==> run_1/pinout.png <==
Pins as bars across the die edge, other pins in grey.
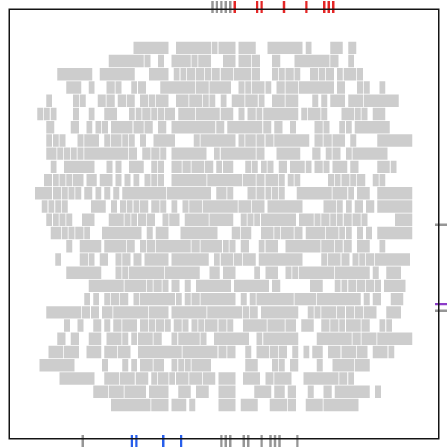
==> run_1/layers.png <==
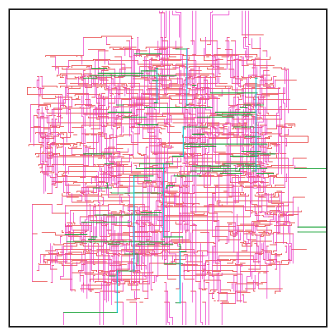
==> run_1/class_map.png <==
Fill, decap, tap and diode cells in grey.
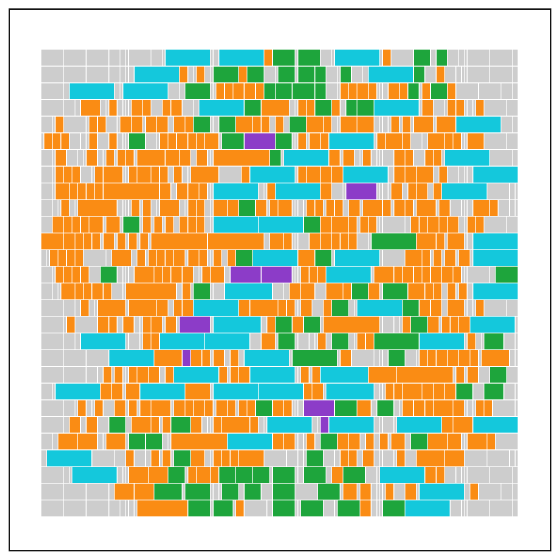
File: src/rtl/sqm_ca_pkg.sv
// sqm_ca_pkg: shared FSM states, op codes and the cellular-automaton step function.
package sqm_ca_pkg;
  typedef enum logic [1:0] {IDLE, SQM, CA, DONE} state_t;
  localparam logic OP_SQM = 1'b0;
  localparam logic OP_CA  = 1'b1;
  localparam int CA_MAXW = 64;
  // Width-generic: only the low w bits are stepped, wrapping bit w-1 onto bit 0.
  function automatic logic [CA_MAXW-1:0] ca_step(input logic [CA_MAXW-1:0] s, input int w, input logic [3:0] rule);
    logic [CA_MAXW-1:0] n;
    n = '0;
    for (int i = 0; i < CA_MAXW; i++)
      if (i < w) n[i] = rule[{s[(i+1)%w], s[i]}];
    return n;
  endfunction
endpackage

File: src/rtl/sqm_mod_seq.sv
// sqm_mod_seq: restoring-remainder unit, folds one product bit (MSB first) into r per step.
module sqm_mod_seq #(
  parameter int W  = 8,
  parameter int PW = 8
) (
  input  logic          clk,
  input  logic          rst,
  input  logic          load,
  input  logic [PW-1:0] p,
  input  logic [W-1:0]  a,
  input  logic          step,
  output logic [W-1:0]  r
);
  logic [PW-1:0] r_p;
  logic [W-1:0]  r_rem;
  logic [W:0]    w_t;
  // r stays below a after every step, so only the shifted value needs W+1 bits.
  assign w_t = {r_rem, r_p[PW-1]};
  assign r   = r_rem;
  always_ff @(posedge clk) begin
    if (rst) begin
      r_p   <= '0;
      r_rem <= '0;
    end else if (load) begin
      r_p   <= p;
      r_rem <= '0;
    end else if (step) begin
      r_p   <= r_p << 1;
      r_rem <= (w_t >= {1'b0, a}) ? W'(w_t - {1'b0, a}) : w_t[W-1:0];
    end
  end
endmodule

File: src/rtl/sqm_ca_engine.sv
// sqm_ca_engine: multi-cycle (b*b) mod a / cellular-automaton engine behind a start/done handshake.
module sqm_ca_engine
  import sqm_ca_pkg::*;
#(
  parameter int W  = 8,
  parameter int BW = 4,
  parameter int GW = 4
) (
  input  logic          clk,
  input  logic          rst,
  input  logic          start,
  input  logic          op,
  input  logic [W-1:0]  a,
  input  logic [BW-1:0] b,
  input  logic [GW-1:0] gens,
  output logic          busy,
  output logic          done,
  output logic [W-1:0]  y,
  output logic          err
);
  localparam int PW = 2 * BW;
  localparam int CW = (GW > $clog2(PW)) ? GW : $clog2(PW);
  state_t        r_state, w_next, w_go;
  logic          r_op, r_err;
  logic [W-1:0]  r_a, r_s, r_y;
  logic [3:0]    r_rule;
  logic [GW-1:0] r_gens;
  logic [CW-1:0] r_cnt;
  logic          w_accept, w_step, w_last_sqm, w_last_ca, w_err;
  logic [PW-1:0] w_p;
  logic [W-1:0]  w_rem, w_y, w_ca_next;
  assign w_accept   = start && (r_state == IDLE || r_state == DONE);
  assign w_step     = r_state == SQM;
  assign w_last_sqm = r_cnt == CW'(PW - 1);
  assign w_last_ca  = r_cnt == CW'(r_gens - 1'b1);
  assign w_p        = PW'(b) * PW'(b);
  assign w_ca_next  = W'(ca_step(CA_MAXW'(r_s), W, r_rule));
  assign w_y        = (r_op == OP_CA) ? r_s : w_rem;
  assign w_err      = (r_op == OP_SQM) && (r_a == '0);
  assign busy       = (r_state == SQM) || (r_state == CA);
  assign done       = r_state == DONE;
  // Result is presented live in the DONE cycle and latched for the idle period after it.
  assign y          = done ? w_y : r_y;
  assign err        = done ? w_err : r_err;
  always_comb begin
    w_go   = (op == OP_SQM) ? ((a != '0) ? SQM : DONE) : ((gens != '0) ? CA : DONE);
    w_next = w_accept ? w_go :
             (r_state == SQM) ? (w_last_sqm ? DONE : SQM) :
             (r_state == CA)  ? (w_last_ca  ? DONE : CA)  : IDLE;
  end
  always_ff @(posedge clk) begin
    if (rst) begin
      r_state <= IDLE;
      r_op    <= OP_SQM;
      r_a     <= '0;
      r_s     <= '0;
      r_rule  <= '0;
      r_gens  <= '0;
      r_cnt   <= '0;
      r_y     <= '0;
      r_err   <= 1'b0;
    end else begin
      r_state <= w_next;
      if (w_accept) begin
        r_op   <= op;
        r_a    <= a;
        r_s    <= a;
        r_rule <= b[3:0];
        r_gens <= gens;
        r_cnt  <= '0;
      end else if (busy) begin
        r_cnt <= r_cnt + 1'b1;
        if (r_state == CA) r_s <= w_ca_next;
      end
      if (done) begin
        r_y   <= w_y;
        r_err <= w_err;
      end
    end
  end
  sqm_mod_seq #(.W(W), .PW(PW)) u_mod (
    .clk  (clk),
    .rst  (rst),
    .load (w_accept),
    .p    (w_p),
    .a    (r_a),
    .step (w_step),
    .r    (w_rem)
  );
endmodule
File: config.mk
export PLATFORM = sky130hd
export DESIGN_NAME = sqm_ca_engine
export DESIGN_NICKNAME = d
export VERILOG_FILES = /design/src/rtl/sqm_ca_pkg.sv /design/src/rtl/sqm_mod_seq.sv /design/src/rtl/sqm_ca_engine.sv
export SDC_FILE = /design/constraint.sdc
export NUM_CORES = 1
export LEC_CHECK = 0
export ABC_AREA = 1
export ABC_CLOCK_PERIOD_IN_PS = 1900
export CAP_MARGIN = 5
export CORE_MARGIN = 5
export CORE_UTILIZATION = 55
export DETAILED_ROUTE_END_ITERATION = 8
export PLACE_DENSITY = 0.77
export SYNTH_ARGS = -nofsm -noshare
export SYNTH_HDL_FRONTEND = slang
export SYNTH_SLANG_ARGS = --single-unit
File: constraint.sdc
create_clock -name clk -period 1.9 [get_ports clk]
set_clock_uncertainty 0.1 [all_clocks]
set_input_delay 0.38 -clock clk [delete_from_list [all_inputs] [get_ports clk]]
set_output_delay 0.38 -clock clk [all_outputs]
set_load 0.005 [all_outputs]
==> impl_metrics.tcl, run 1 <==
# collected from the flow reports
set metrics [dict create \
    drt-vias-per-instance 5.59 \
    cts_num_sinks 56 \
    worstReg2RegStart "r_a[6]$_SDFFE_PP0P_" \
    insertion_delay_ns 0.31 \
    nNonClkInverters 84 \
    biggest_cell_delay_along_the_critical_path_ns 0.35 \
    fin_hold_ws_ns 0.374 \
    top_cells_by_area "sky130_fd_sc_hd__dfxtp_1 (33%), sky130_fd_sc_hd__nand2_1 (12%), sky130_fd_sc_hd__inv_1 (9.2%), sky130_fd_sc_hd__nand3_1 (6.6%), sky130_fd_sc_hd__ha_1 (6.0%)" \
    grt_met1_usage_pct 32.9 \
    cts-root-to-sink-buffers 2 \
    highest_layer "met4" \
    synth.top_cell.area_share_pct 33.5 \
    synth_nets 531 \
    path_class "flop to primary output" \
    syn-cell-area_um2 3350 \
    post_route_setup_slack_ns -0.0831 \
    buffer_ports.inserted 30 \
    ys_types 35 \
    grt_first_pass_wirelength_um 15400 \
    non_clock_buffer_area_share_pct 16.6 \
    post-route-period-util_pct 104 \
    critical_path.most_common_cell "sky130_fd_sc_hd__inv_1" \
    worstSetupStartpoint "r_state[1]$_SDFF_PP0_" \
    cts.reportedPaths.clkPinSlew_ns 0.09 \
    violations "setup timing" \
    antenna_cells 0 \
    layout_top_cell_excl_fill_tap "sky130_fd_sc_hd__nand2_1" \
    min_delay_worst_endpoint "u_mod.r_p[6]$_SDFFE_PP0P_" \
    finalWorstPathRequiredPeriod_ns 1.98 \
    max_cap_violations 0 \
    peakVddDrop_mv 0.662 \
    nFillCells 484 \
    residual_drc 0 \
    largest_cell_class "multi-input combinational cells" \
    clock_power_share_pct 19.1 \
    first_global_vias 3402 \
    synth-simple-area-share_pct 26.0 \
    timing.critical_path.fanout_max 7 \
    critPathSlowestCell "sky130_fd_sc_hd__dfxtp_2" \
    flop_area_um2 1130 \
    floorplan.core_util_pct 56.6 \
    totalNegativeSetupSlack_ns -0.113 \
    busiest_layer "met2" \
    start_kind "flop" \
    most-common-layout-cells "sky130_fd_sc_hd__nand2_1 (109), sky130_fd_sc_hd__inv_1 (79), sky130_fd_sc_hd__dfxtp_1 (52), sky130_fd_sc_hd__buf_4 (47), sky130_fd_sc_hd__nand3_1 (43)" \
    seq_power_share_pct 39.2 \
    synth.cellmix.xorXnorShare_pct 2.88 \
    yosys-dominant-comb-family "simple AND/OR/NAND/NOR gates" \
    pwr.group.clock_mw 0.670 \
    synth.mux.area_fraction_pct 0 \
    die_area_um2 7750 \
    floorplan.io_pins 31 \
    globalRoute.totalOverflow 0 \
    postSynthSeqShare_pct 33.5 \
    die_x_um 88.0 \
    reg2reg_to "u_mod.r[7]$_SDFFE_PP0P_" \
    wl_met3_um 504 \
    tightestPinTransition_ns 0.366 \
    gp_congestion 0.895 \
    gr-usage-met2_pct 41.4 \
    synth.avg_cell_area_um2 6.79 \
    layout-area-overhead-vs-synth_pct 28.0 \
    ant_nets 0 \
    power.switching_mw 1.31 \
    synth_top_cell_by_area "sky130_fd_sc_hd__dfxtp_1" \
    maximum_number_of_pins_on_one_net_before_global_route_repair 20 \
    combGateArea_um2 1950 \
    post_cts_resize_count 74 \
    internal_power_mw 2.20 \
    clock-root-buffer "sky130_fd_sc_hd__clkbuf_8" \
    hold_path_depth 2 \
    finalMaxSlewViolations 0 \
    synth.cellmix.adderShare_pct 7.17 \
    pwr.group.sequential_mw 1.38 \
    rrSetupSlack_ns 0.08 \
    report.final.setup_viol 2 \
    well_tap_count 75 \
    cts_hold_repair.buffers 0 \
    critPathRequiredTime_ns 1.42 \
    die-height_um 88.0 \
    synth-compound-area-share_pct 17.3 \
    synth-cells-yosys 493 \
    detail_route.first_pass.iterations 5 \
    critical_path_arrival_ns 1.50 \
    top_power_group "combinational cells" \
    clock_tree.htree_level_count 2 \
    run_status "complete, but fails checks" \
    timing.critical_path.to "err" \
    syn_inst 493 \
    ff_count 56 \
    power.static_leakage_nw 1.95 \
    synth-seq-cells 56 \
    place_hpwl_um 6680 \
    met3_usage_pct 3.01 \
    routed-wl-met2_um 4610 \
    power_combinational_mw 1.47 \
    normalized_max_slew_margin_pct 75.6 \
    final.clkbuf_count 8 \
    ys_area_um2 3350 \
    p_comb_share_pct 41.8 \
    drt-met1-wl_um 4150 \
    nNonClkBuffers 84 \
    tritoncts.num_buffers 5 \
    drt_iter0_drc 277 \
    cts_post_setup_buffers_inserted 10 \
    drive_gt1_share_pct 18.6 \
    endpoint_kind "primary output" \
    grt_setup_unrepaired "true" \
    power_density_nw_per_um2 820 \
    post_layout_nonfiller_instances 641 \
    r2r_cell_count 11 \
    number_of_warning_messages_in_the_yosys_log 0 \
    comb_share_pct 45.5 \
    hold_viol_final 0 \
    cp_top_family "buffers and inverters" \
    critical_path_cell_count 7 \
    critical_path_buffers_and_inverters 4 \
    placedCellCount 621 \
]
About pinout.png:
port	colour	pins	direction	edge
b	blue	4	input	bottom
y	red	8	output	top
done	purple	1	output	right
all pins by edge	15 bottom, 13 top, 3 right

About layers.png:
layer	colour	wire length
M2	magenta	4610 um
M4	cyan	132 um
M3	green	505 um
M1	red	4150 um
Via Count: 3583
final WL: 9400 um
global-route usage over all layers: 24.8%
average wire per standard cell: 14.7 um

About class_map.png:
class	colour	cells	share of their area
clock drivers and dummy loads	purple	8	2.1%
remaining buffers and delay cells	green	84	17%
remaining logic cells	orange	418	54%
registers	cyan	56	27%
final design utilization: 72.4%
area of the core: 5920 um2
fraction of standard cell area that is sequential: 26.3%
final cell area excluding filler cells: 4290 um2
count of standard-cell rows: 28

==> run 1: cells in the mapped netlist, drive strengths merged <==
| cell | n |
|---|---|
| nand2 | 112 |
| inv | 83 |
| dfxtp | 56 |
| nand3 | 45 |
| o21ai | 39 |
| nor2 | 33 |
| a21oi | 30 |
| ha | 16 |
| o211ai | 12 |
| buf | 9 |
| clkbuf | 9 |
| xor2 | 8 |
| o22ai | 6 |
| nand4 | 5 |
| a22oi | 4 |
| nor3 | 4 |
| nor4 | 4 |
| o2111ai | 4 |
| xnor2 | 3 |
| a221oi | 2 |
| fa | 2 |
| or2 | 2 |
| a31oi | 1 |
| a32oi | 1 |
| and2 | 1 |
| clkinv | 1 |
| dlymetal6s2s | 1 |
==> run 1 -> run 2 <==
--- a/config.mk
+++ b/config.mk
@@ -5,7 +5,6 @@
 export SDC_FILE = /design/constraint.sdc
 export NUM_CORES = 1
 export LEC_CHECK = 0
-export ABC_AREA = 1
 export ABC_CLOCK_PERIOD_IN_PS = 1900
 export CAP_MARGIN = 5
 export CORE_MARGIN = 5
@@ -14,4 +13,5 @@
 export PLACE_DENSITY = 0.77
 export SYNTH_ARGS = -nofsm -noshare
 export SYNTH_HDL_FRONTEND = slang
+export SYNTH_HIERARCHICAL = 1
 export SYNTH_SLANG_ARGS = --single-unit
==> impl_metrics.tcl, run 2 <==
# collected from the flow reports
set metrics [dict create \
    synth-simple-area-share_pct 22.5 \
    violations "setup timing" \
    globalRoute.totalOverflow 0 \
    layout.clock.cell_area_share_pct 2.74 \
    comb_share_pct 50.6 \
    gp_congestion 0.905 \
    wl_met3_um 582 \
    number_of_warning_messages_in_the_yosys_log 6 \
    grt_use_total_pct 25.1 \
    peakVddDrop_mv 0.747 \
    cp_top_family "simple AND/OR/NAND/NOR gates" \
    ys_area_um2 3300 \
    clock-root-buffer "sky130_fd_sc_hd__clkbuf_8" \
    tritoncts.num_buffers 5 \
    residual_drc 0 \
    place_hpwl_um 6490 \
    layout.nets 523 \
    syn_inst 399 \
    critical_path.cell_chain "buf_6, nor4_4, nand4_1, nand2_1, buf_2" \
    power_density_nw_per_um2 867 \
    finalMaxSlewViolations 0 \
    synth_top_cell_by_area "sky130_fd_sc_hd__dfxtp_1" \
    routed-wl-met2_um 4780 \
    finalWorstPathRequiredPeriod_ns 1.97 \
    detail_route.wirelength_um 9780 \
    multi_input_comb_cells 305 \
    critical_path_buffers_and_inverters 2 \
    cts_hold_repair.buffers 0 \
    min_delay_worst_endpoint "r_err$_SDFF_PP0_" \
    critPathRequiredTime_ns 1.42 \
    highest_layer "met4" \
    ant_nets 0 \
    grt_setup_unrepaired "true" \
    floorplan.io_pins 31 \
    post_route_setup_slack_ns -0.0730 \
    totalNegativeSetupSlack_ns -0.0829 \
    grt_first_pass_wirelength_um 15300 \
    synth-seq-cells 56 \
    synth_async_sr_flop_share_pct 0 \
    reg2reg_to "u_mod/r[5]$_SDFFE_PP0P_" \
    timing.critical_path.fanout_max 2 \
    run_status "complete, but fails checks" \
    ff_count 56 \
    cts.reportedPaths.clkPinSlew_ns 0.11 \
    rrSetupSlack_ns -0.01 \
    ff_type "sky130_fd_sc_hd__dfxtp_1" \
    grt_met1_usage_pct 31.8 \
    fraction_of_standard_cell_area_that_is_sequential_pct 24.6 \
    largest_cell_class "multi-input combinational cells" \
    critical_path_arrival_ns 1.49 \
    clock_tree.htree_level_count 2 \
    cts_num_sinks 56 \
    yosys-dominant-comb-family "simple AND/OR/NAND/NOR gates" \
    critPathSlowestCell "sky130_fd_sc_hd__dfxtp_2" \
    buffer_ports.inserted 30 \
    nFillCells 374 \
    synth.mux.area_fraction_pct 10.2 \
    r2r_cell_count 7 \
    die_area_um2 7660 \
    biggest_cell_delay_along_the_critical_path_ns 0.34 \
    flop_area_um2 1140 \
    timing.critical_path.to "err" \
    most_numerous_cell_types_in_the_synthesized_netlist "sky130_fd_sc_hd__dfxtp_1 (56), sky130_fd_sc_hd__nand2_1 (50), sky130_fd_sc_hd__a21oi_1 (42)" \
    top_cells_by_area "sky130_fd_sc_hd__dfxtp_1 (34%), sky130_fd_sc_hd__a21oi_1 (6.4%), sky130_fd_sc_hd__ha_1 (6.1%), sky130_fd_sc_hd__mux2i_1 (6.1%), sky130_fd_sc_hd__nand2_1 (5.7%)" \
    combGateArea_um2 2330 \
    wl_per_cell_um 17.4 \
    power.static_leakage_nw 1.81 \
    report.final.setup_viol 2 \
    met3_usage_pct 4.16 \
    syn-cell-area_um2 3300 \
    well_tap_count 75 \
    top_cell "sky130_fd_sc_hd__dfxtp_1" \
    hold_path_depth 2 \
    first_global_vias 3219 \
    ys_types 55 \
    nNonClkBuffers 100 \
    busiest_layer "met2" \
    gr-usage-met2_pct 42.7 \
    fp.coreArea_um2 5890 \
    most-common-layout-cells "sky130_fd_sc_hd__buf_4 (61), sky130_fd_sc_hd__nand2_1 (49), sky130_fd_sc_hd__dfxtp_1 (45), sky130_fd_sc_hd__a21oi_1 (33), sky130_fd_sc_hd__nor2_1 (27)" \
    drt-vias-per-instance 5.99 \
    maximum_number_of_pins_on_one_net_before_global_route_repair 24 \
    die-height_um 87.5 \
    path_class "flop to primary output" \
    synth.top_cell.area_share_pct 33.9 \
    detail_route.first_pass.iterations 5 \
    drt_iter0_drc 258 \
    endpoint_kind "primary output" \
    synth.avg_cell_area_um2 8.28 \
    drive_gt1_share_pct 32.9 \
    worstReg2RegStart "r_a[3]$_SDFFE_PP0P_" \
    dr_total_vias 3368 \
    synth_nets 436 \
    layout_top_cell_excl_fill_tap "sky130_fd_sc_hd__buf_4" \
    num_rows 28 \
    non_clock_buffer_area_share_pct 18.5 \
    final.clkbuf_count 7 \
    max_cap_violations 0 \
    floorplan.core_util_pct 56.1 \
    start_kind "flop" \
    synth.cellmix.xorXnorShare_pct 3.71 \
    edf_count 0 \
    layout-area-overhead-vs-synth_pct 39.8 \
    cts-root-to-sink-buffers 2 \
    synth.cellmix.adderShare_pct 6.67 \
    die_x_um 87.5 \
    nNonClkInverters 18 \
    drt-met1-wl_um 4070 \
    worstSetupStartpoint "r_a[6]$_SDFFE_PP0P_" \
]
## run 2: what timing repair did
action,CTS,global route
pin swaps,8,18
endpoints found under the setup margin,19,32
setup buffers,3,3
resized,76,45
cloned,1,1
## run 2: where the power goes
part           switching, mW  total [mW]  leakage (nW)  internal, mW
Sequential             0.105        1.39         0.461          1.29
Clock                  0.399       0.865        0.0645         0.466
Combinational          0.892        1.74          1.28         0.852
## run 2: per-stage QoR
stage	worst slack, ns	std cells	utilization (%)	area [um2]	hold slack [ns]
after CTS	-0.0560	558	75.1	4420	0.404
after floorplan	0.00666	399	-	3340	0.349
after detailed placement	-0.283	546	69.9	4110	0.390
after global routing	-0.130	562	78.4	4620	0.424
final	-0.0730	562	78.4	4620	0.410
after global placement	-0.218	546	69.9	4110	0.365
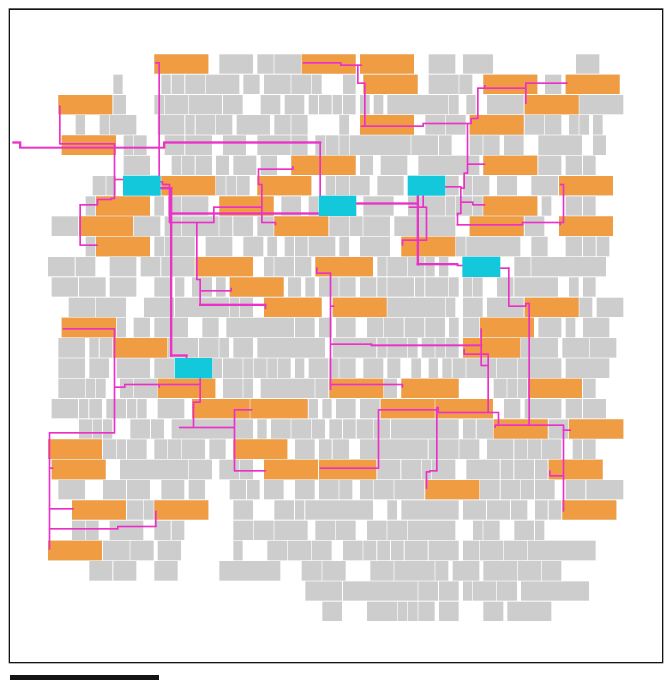
(run_2/clock_wires.png)
Bar = 20 um.
[clock wires] magenta | length: 642 um
[flip-flops] orange | count: 56
[clock-net drivers] cyan | count: 5
routed clock nets	6
power in the clock group: 0.865 mW
worst-skew pair later-pin latency: 0.32 ns

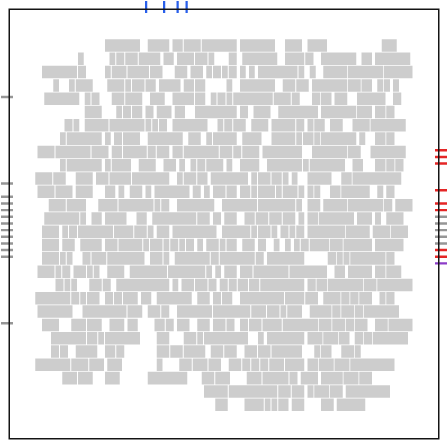
(run_2/pinout.png)
Pins as bars across the die edge, other pins in grey.
port	colour	pins	direction	edge
b	blue	4	input	top
y	red	8	output	right
done	purple	1	output	right
all pins by edge	14 right, 13 left, 4 top

Power and IR drop assume default switching activity.
